**src/rtl/axis_pkt_master.sv**
```systemverilog
// AXI-Stream packetiser: FWFT data FIFO plus length-command FIFO feeding a
// back-to-back packet emitter. Optional PKT_STATS_EN adds pkt/beat counters.
module axis_pkt_master #(
    parameter int WIDTH     = 32,
    parameter int MAX_LEN   = 256,
    parameter int DEPTH     = 8,
    parameter int CFG_DEPTH = 4,
    localparam int LW       = $clog2(MAX_LEN + 1)
) (
    input  logic             clk,
    input  logic             rst,
    input  logic             valid_in,
    input  logic [WIDTH-1:0] data_in,
    output logic             ready,
    input  logic             config_valid,
    input  logic [LW-1:0]    config_len,
    output logic             config_ready,
    output logic [WIDTH-1:0] m_axis_tdata,
    output logic             m_axis_tvalid,
    input  logic             m_axis_tready,
    output logic             m_axis_tlast,
    output logic             busy,
    output logic             len_err
`ifdef PKT_STATS_EN
    ,
    output logic [15:0]      pkt_cnt,
    output logic [31:0]      beat_cnt
`endif
);
    localparam int AW = $clog2(DEPTH);
    localparam int CW = $clog2(CFG_DEPTH);
    localparam logic [AW:0] D_FULL = (AW+1)'(DEPTH);
    localparam logic [CW:0] C_FULL = (CW+1)'(CFG_DEPTH);

    typedef enum logic {IDLE, RUN} state_t;
    state_t state, state_nxt;

    // data FIFO
    logic [WIDTH-1:0] mem [DEPTH];
    logic [AW-1:0]    wr_ptr, rd_ptr;
    logic [AW:0]      d_occ, d_occ_nxt;
    logic             push, pop;

    // config FIFO
    logic [LW-1:0]    cmem [CFG_DEPTH];
    logic [CW-1:0]    c_wr, c_rd;
    logic [CW:0]      c_occ, c_occ_nxt;
    logic             cfg_legal, cfg_push, cfg_pop;

    logic [LW-1:0]    count, len_r;
    logic             beat;

    assign push      = valid_in && ready;
    assign beat      = m_axis_tvalid && m_axis_tready;
    assign pop       = beat;
    assign cfg_legal = (config_len != '0) && (config_len <= LW'(MAX_LEN));
    assign cfg_push  = config_valid && config_ready && cfg_legal;

    assign m_axis_tvalid = (state == RUN) && (d_occ != '0);
    assign m_axis_tdata  = mem[rd_ptr];
    assign m_axis_tlast  = m_axis_tvalid && (count == len_r);
    assign busy          = (state == RUN);

    always_comb begin
        d_occ_nxt = d_occ;
        case ({push, pop})
            2'b10:   d_occ_nxt = d_occ + (AW+1)'(1);
            2'b01:   d_occ_nxt = d_occ - (AW+1)'(1);
            default: d_occ_nxt = d_occ;
        endcase
        c_occ_nxt = c_occ;
        case ({cfg_push, cfg_pop})
            2'b10:   c_occ_nxt = c_occ + (CW+1)'(1);
            2'b01:   c_occ_nxt = c_occ - (CW+1)'(1);
            default: c_occ_nxt = c_occ;
        endcase
    end

    always_ff @(posedge clk) begin
        if (push) mem[wr_ptr] <= data_in;
        if (cfg_push) cmem[c_wr] <= config_len;
    end

    // ready flags are registered from next occupancy, so a pop never admits a same-cycle push
    always_ff @(posedge clk) begin
        if (rst) begin
            wr_ptr       <= '0;
            rd_ptr       <= '0;
            d_occ        <= '0;
            ready        <= 1'b1;
            c_wr         <= '0;
            c_rd         <= '0;
            c_occ        <= '0;
            config_ready <= 1'b1;
            len_err      <= 1'b0;
        end else begin
            if (push)     wr_ptr <= wr_ptr + AW'(1);
            if (pop)      rd_ptr <= rd_ptr + AW'(1);
            if (cfg_push) c_wr   <= c_wr + CW'(1);
            if (cfg_pop)  c_rd   <= c_rd + CW'(1);
            d_occ        <= d_occ_nxt;
            c_occ        <= c_occ_nxt;
            ready        <= (d_occ_nxt != D_FULL);
            config_ready <= (c_occ_nxt != C_FULL);
            if (config_valid && !cfg_legal) len_err <= 1'b1;
        end
    end

    always_comb begin
        state_nxt = state;
        cfg_pop   = 1'b0;
        case (state)
            IDLE: if (c_occ != '0) begin
                cfg_pop   = 1'b1;
                state_nxt = RUN;
            end
            RUN: if (beat && m_axis_tlast) begin
                if (c_occ != '0) cfg_pop   = 1'b1;
                else             state_nxt = IDLE;
            end
            default: state_nxt = IDLE;
        endcase
    end

    always_ff @(posedge clk) begin
        if (rst) begin
            state <= IDLE;
            count <= LW'(1);
            len_r <= '0;
        end else begin
            state <= state_nxt;
            if (cfg_pop) begin
                len_r <= cmem[c_rd];
                count <= LW'(1);
            end else if (beat && m_axis_tlast) begin
                count <= LW'(1);
            end else if (beat) begin
                count <= count + LW'(1);
            end
        end
    end

`ifdef PKT_STATS_EN
    always_ff @(posedge clk) begin
        if (rst) begin
            pkt_cnt  <= '0;
            beat_cnt <= '0;
        end else begin
            if (beat && m_axis_tlast) pkt_cnt <= pkt_cnt + 16'd1;
            if (beat)                 beat_cnt <= beat_cnt + 32'd1;
        end
    end
`endif
endmodule

```
**config.mk**
```make
export PLATFORM = sky130hd
export DESIGN_NAME = axis_pkt_master
export DESIGN_NICKNAME = d
export VERILOG_FILES = /design/src/rtl/axis_pkt_master.sv
export SDC_FILE = /design/constraint.sdc
export NUM_CORES = 1
export LEC_CHECK = 0
export CORE_AREA = 2 2 201 124
export DETAILED_ROUTE_END_ITERATION = 12
export DIE_AREA = 0 0 203 126
export GPL_ROUTABILITY_DRIVEN = 0
export PLACE_DENSITY = 0.77
export SYNTH_ARGS = -nofsm -noshare
export SYNTH_HDL_FRONTEND = slang
export SYNTH_SLANG_ARGS = --single-unit
```
**constraint.sdc**
```tcl
create_clock -name clk -period 9.1 [get_ports clk]
set_clock_uncertainty 0.05 [all_clocks]
set_input_delay 2.73 -clock clk [delete_from_list [all_inputs] [get_ports clk]]
set_output_delay 2.73 -clock clk [all_outputs]
set_load 0.01 [all_outputs]
```
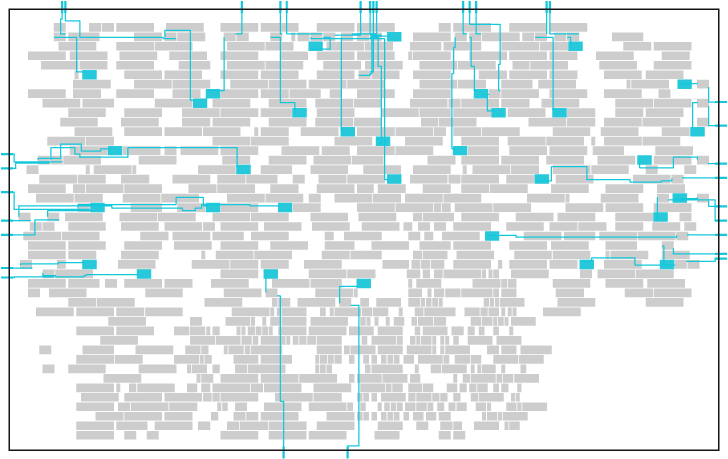
**Above:** port wiring.
Key: cyan = m_axis_tdata [bits 32, direction output, end cells 32, buffers 32, wire 1310 um]

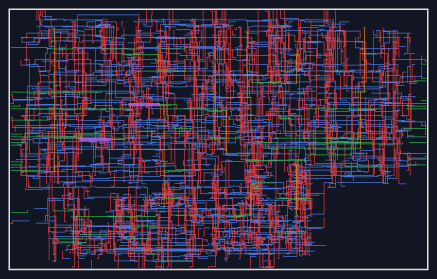
**Above:** wiring by layer.
Key: red = M2 [wire length 12000 um]; orange = M4 [wire length 372 um]; purple = M5 [wire length 27.6 um]; blue = M1 [wire length 11100 um]; green = M3 [wire length 1350 um]

==> flow_results.xml <==
<?xml version="1.0" encoding="UTF-8"?>
<metrics>
  <group name="synth">
    <metric name="ys_async_sr_fraction" unit="%">0</metric>
    <metric name="synth-adder-area-share" unit="%">1.374</metric>
    <metric name="post_synth_most_frequent_cells" unit="">edfxtp_1 (292), mux4_2 (73), dfxtp_1 (42)</metric>
    <metric name="syn_area_per_cell" unit="um^2">19.50</metric>
    <metric name="yosys.area_share.xor_xnor" unit="%">1.762</metric>
    <metric name="post-synth-top-area-cell" unit="">edfxtp_1</metric>
    <metric name="yosys-stat-cells" unit="">663</metric>
    <metric name="enable_flop_cells" unit="">292</metric>
    <metric name="synth_top_area_share" unit="%">67.83</metric>
    <metric name="synthesized_nets" unit="">722</metric>
    <metric name="top_cell" unit="">edfxtp_1</metric>
    <metric name="post_synth_num_cell_types" unit="">37</metric>
    <metric name="yosys.area_share.aoi" unit="%">1.839</metric>
    <metric name="top_logic_kind" unit="">multiplexers</metric>
    <metric name="seq_area_frac_synth" unit="%">74.33</metric>
    <metric name="netlist_top_cells_area" unit="">edfxtp_1 (68%), mux4_2 (13%), dfxtp_1 (6.5%)</metric>
    <metric name="mapped_area" unit="um^2">12930</metric>
    <metric name="yosys_area" unit="um^2">12930</metric>
  </group>
  <group name="drt">
    <metric name="detail_route.wirelength.met1" unit="um">11060</metric>
    <metric name="detailed_route_wl" unit="um">24840</metric>
    <metric name="viasPerCell" unit="">5.762</metric>
    <metric name="routed_wire_length_per_instance" unit="um">22.42</metric>
    <metric name="max_layer_used" unit="">met5</metric>
    <metric name="initialDrtViolationCount" unit="">401</metric>
    <metric name="wl_met3" unit="um">1349</metric>
    <metric name="firstDrtPassIters" unit="">4</metric>
    <metric name="via_count" unit="">6384</metric>
    <metric name="wl_met2" unit="um">12030</metric>
  </group>
  <group name="critical_path">
    <metric name="critical_path_buf_inv_count" unit="">2</metric>
    <metric name="path_depth" unit="">4</metric>
    <metric name="crit_end" unit="">m_axis_tdata[30]</metric>
    <metric name="worstPathCellList" unit="">buf_4, mux4_2, mux2_2, clkdlybuf4s50_1</metric>
    <metric name="worstPathArrival" unit="ns">3.37</metric>
    <metric name="timing.critical_path.slowest_stage_cell" unit="">dfxtp_4</metric>
    <metric name="cpLargestDelayFamily" unit="">buffers and inverters</metric>
    <metric name="r2r_start" unit="">count[5]</metric>
    <metric name="cpPeakStageDelay" unit="ns">0.70</metric>
  </group>
  <group name="power_and_ir_drop">
    <metric name="vdd_ir_drop_max" unit="mV">0.1467</metric>
    <metric name="seq-power" unit="mW">1.80</metric>
    <metric name="cellPowerDensity" unit="nW/um^2">238.5</metric>
    <metric name="pwr-share-seq" unit="%">49.7</metric>
    <metric name="power.internal" unit="mW">2.787</metric>
    <metric name="pwr.group.clock" unit="mW">1.31</metric>
    <metric name="comb-power" unit="uW">517</metric>
    <metric name="total_power" unit="mW">3.634</metric>
  </group>
  <group name="floorplan">
    <metric name="nWellTaps" unit="">322</metric>
    <metric name="rows" unit="">44</metric>
    <metric name="initial_utilization" unit="%">54.48</metric>
    <metric name="die_width" unit="um">203</metric>
    <metric name="core_area" unit="um^2">23730</metric>
  </group>
  <group name="grt">
    <metric name="use_met2" unit="%">31.65</metric>
    <metric name="first_global_vias" unit="">6574</metric>
    <metric name="met1_usage" unit="%">29.03</metric>
    <metric name="grt_start_max_net_pins" unit="">65</metric>
    <metric name="globalRouteTotalUtil" unit="%">19.82</metric>
    <metric name="global_route.usage.met3" unit="%">3.830</metric>
    <metric name="initial_antenna_violation_count" unit="">2</metric>
  </group>
  <group name="run">
    <metric name="tool_warnings" unit="">29</metric>
  </group>
  <group name="finish">
    <metric name="drive_above_1_share" unit="%">22.01</metric>
    <metric name="flip_flop_count_of_the_largest_register_all_copies_and_words_added" unit="">256</metric>
    <metric name="logic_gates" unit="">290</metric>
    <metric name="registers.top_by_ff_count" unit="">mem</metric>
    <metric name="highest_count_cells_in_the_layout_ignoring_fill_and_taps" unit="">edfxtp_1 (292), clkdlybuf4s50_1 (83), mux4_2 (73)</metric>
    <metric name="post_layout_nonfiller_instances" unit="">1108</metric>
    <metric name="final_area" unit="um^2">15230</metric>
    <metric name="area_delta_synth_final" unit="%">17.84</metric>
    <metric name="mostFrequentLayoutCell" unit="">edfxtp_1</metric>
    <metric name="clkCellAreaFrac" unit="%">6.825</metric>
    <metric name="design.seq.count" unit="">334</metric>
    <metric name="layout.clock_buffers" unit="">41</metric>
    <metric name="num-nonclk-buffers" unit="">95</metric>
    <metric name="nNetsFinal" unit="">821</metric>
    <metric name="flop_area" unit="um^2">9615</metric>
    <metric name="logic_cell_area" unit="um^2">3213</metric>
    <metric name="largest_registers" unit="">mem x256, cmem x36</metric>
    <metric name="antennaDiodeCount" unit="">0</metric>
    <metric name="post-route-util" unit="%">64.20</metric>
    <metric name="nonclk_buf_share" unit="%">6.045</metric>
  </group>
  <group name="cts">
    <metric name="cts-buffers-inserted" unit="">30</metric>
    <metric name="clk_root_buffer_cell" unit="">clkbuf_16</metric>
    <metric name="post_cts_hold_buffer_count" unit="">0</metric>
    <metric name="clock_insertion_delay_worst_skew" unit="ns">0.55</metric>
    <metric name="cts_max_path_buffers" unit="">3</metric>
    <metric name="clk_transition_reported_paths" unit="ns">0.06</metric>
    <metric name="numClockSinks" unit="">334</metric>
    <metric name="post_cts_resize_count" unit="">0</metric>
    <metric name="cts.htree.levels" unit="">1</metric>
  </group>
  <group name="hold_path">
    <metric name="worst_hold_startpoint" unit="">len_r[5]</metric>
    <metric name="holdPathEnd" unit="">len_r[5]</metric>
    <metric name="holdPathStages" unit="">2</metric>
    <metric name="timing.hold.worst.class" unit="">reg -&gt; reg</metric>
  </group>
  <group name="timing">
    <metric name="transition_time_at_the_pin_with_the_least_slew_margin" unit="ns">1.044</metric>
    <metric name="finalSetupViolCount" unit="">0</metric>
    <metric name="rsz_0062_raised_after_global_routing" unit="">false</metric>
    <metric name="post_route_worst_setup_slack" unit="ns">2.948</metric>
    <metric name="slew_violations" unit="">0</metric>
    <metric name="whs" unit="ns">0.4394</metric>
    <metric name="final.setup.tns" unit="ns">0</metric>
    <metric name="finalCritPeriodShare" unit="%">67.61</metric>
    <metric name="hold_viol_final" unit="">0</metric>
  </group>
  <group name="placement">
    <metric name="hpwl" unit="um">14410</metric>
    <metric name="numPortBuffers" unit="">83</metric>
    <metric name="placedCellCount" unit="">1052</metric>
  </group>
  <group name="run_status">
    <metric name="run_status" unit="">complete, no violations</metric>
  </group>
</metrics>
No activity file was given, so power comes from the tool's default toggle rates.
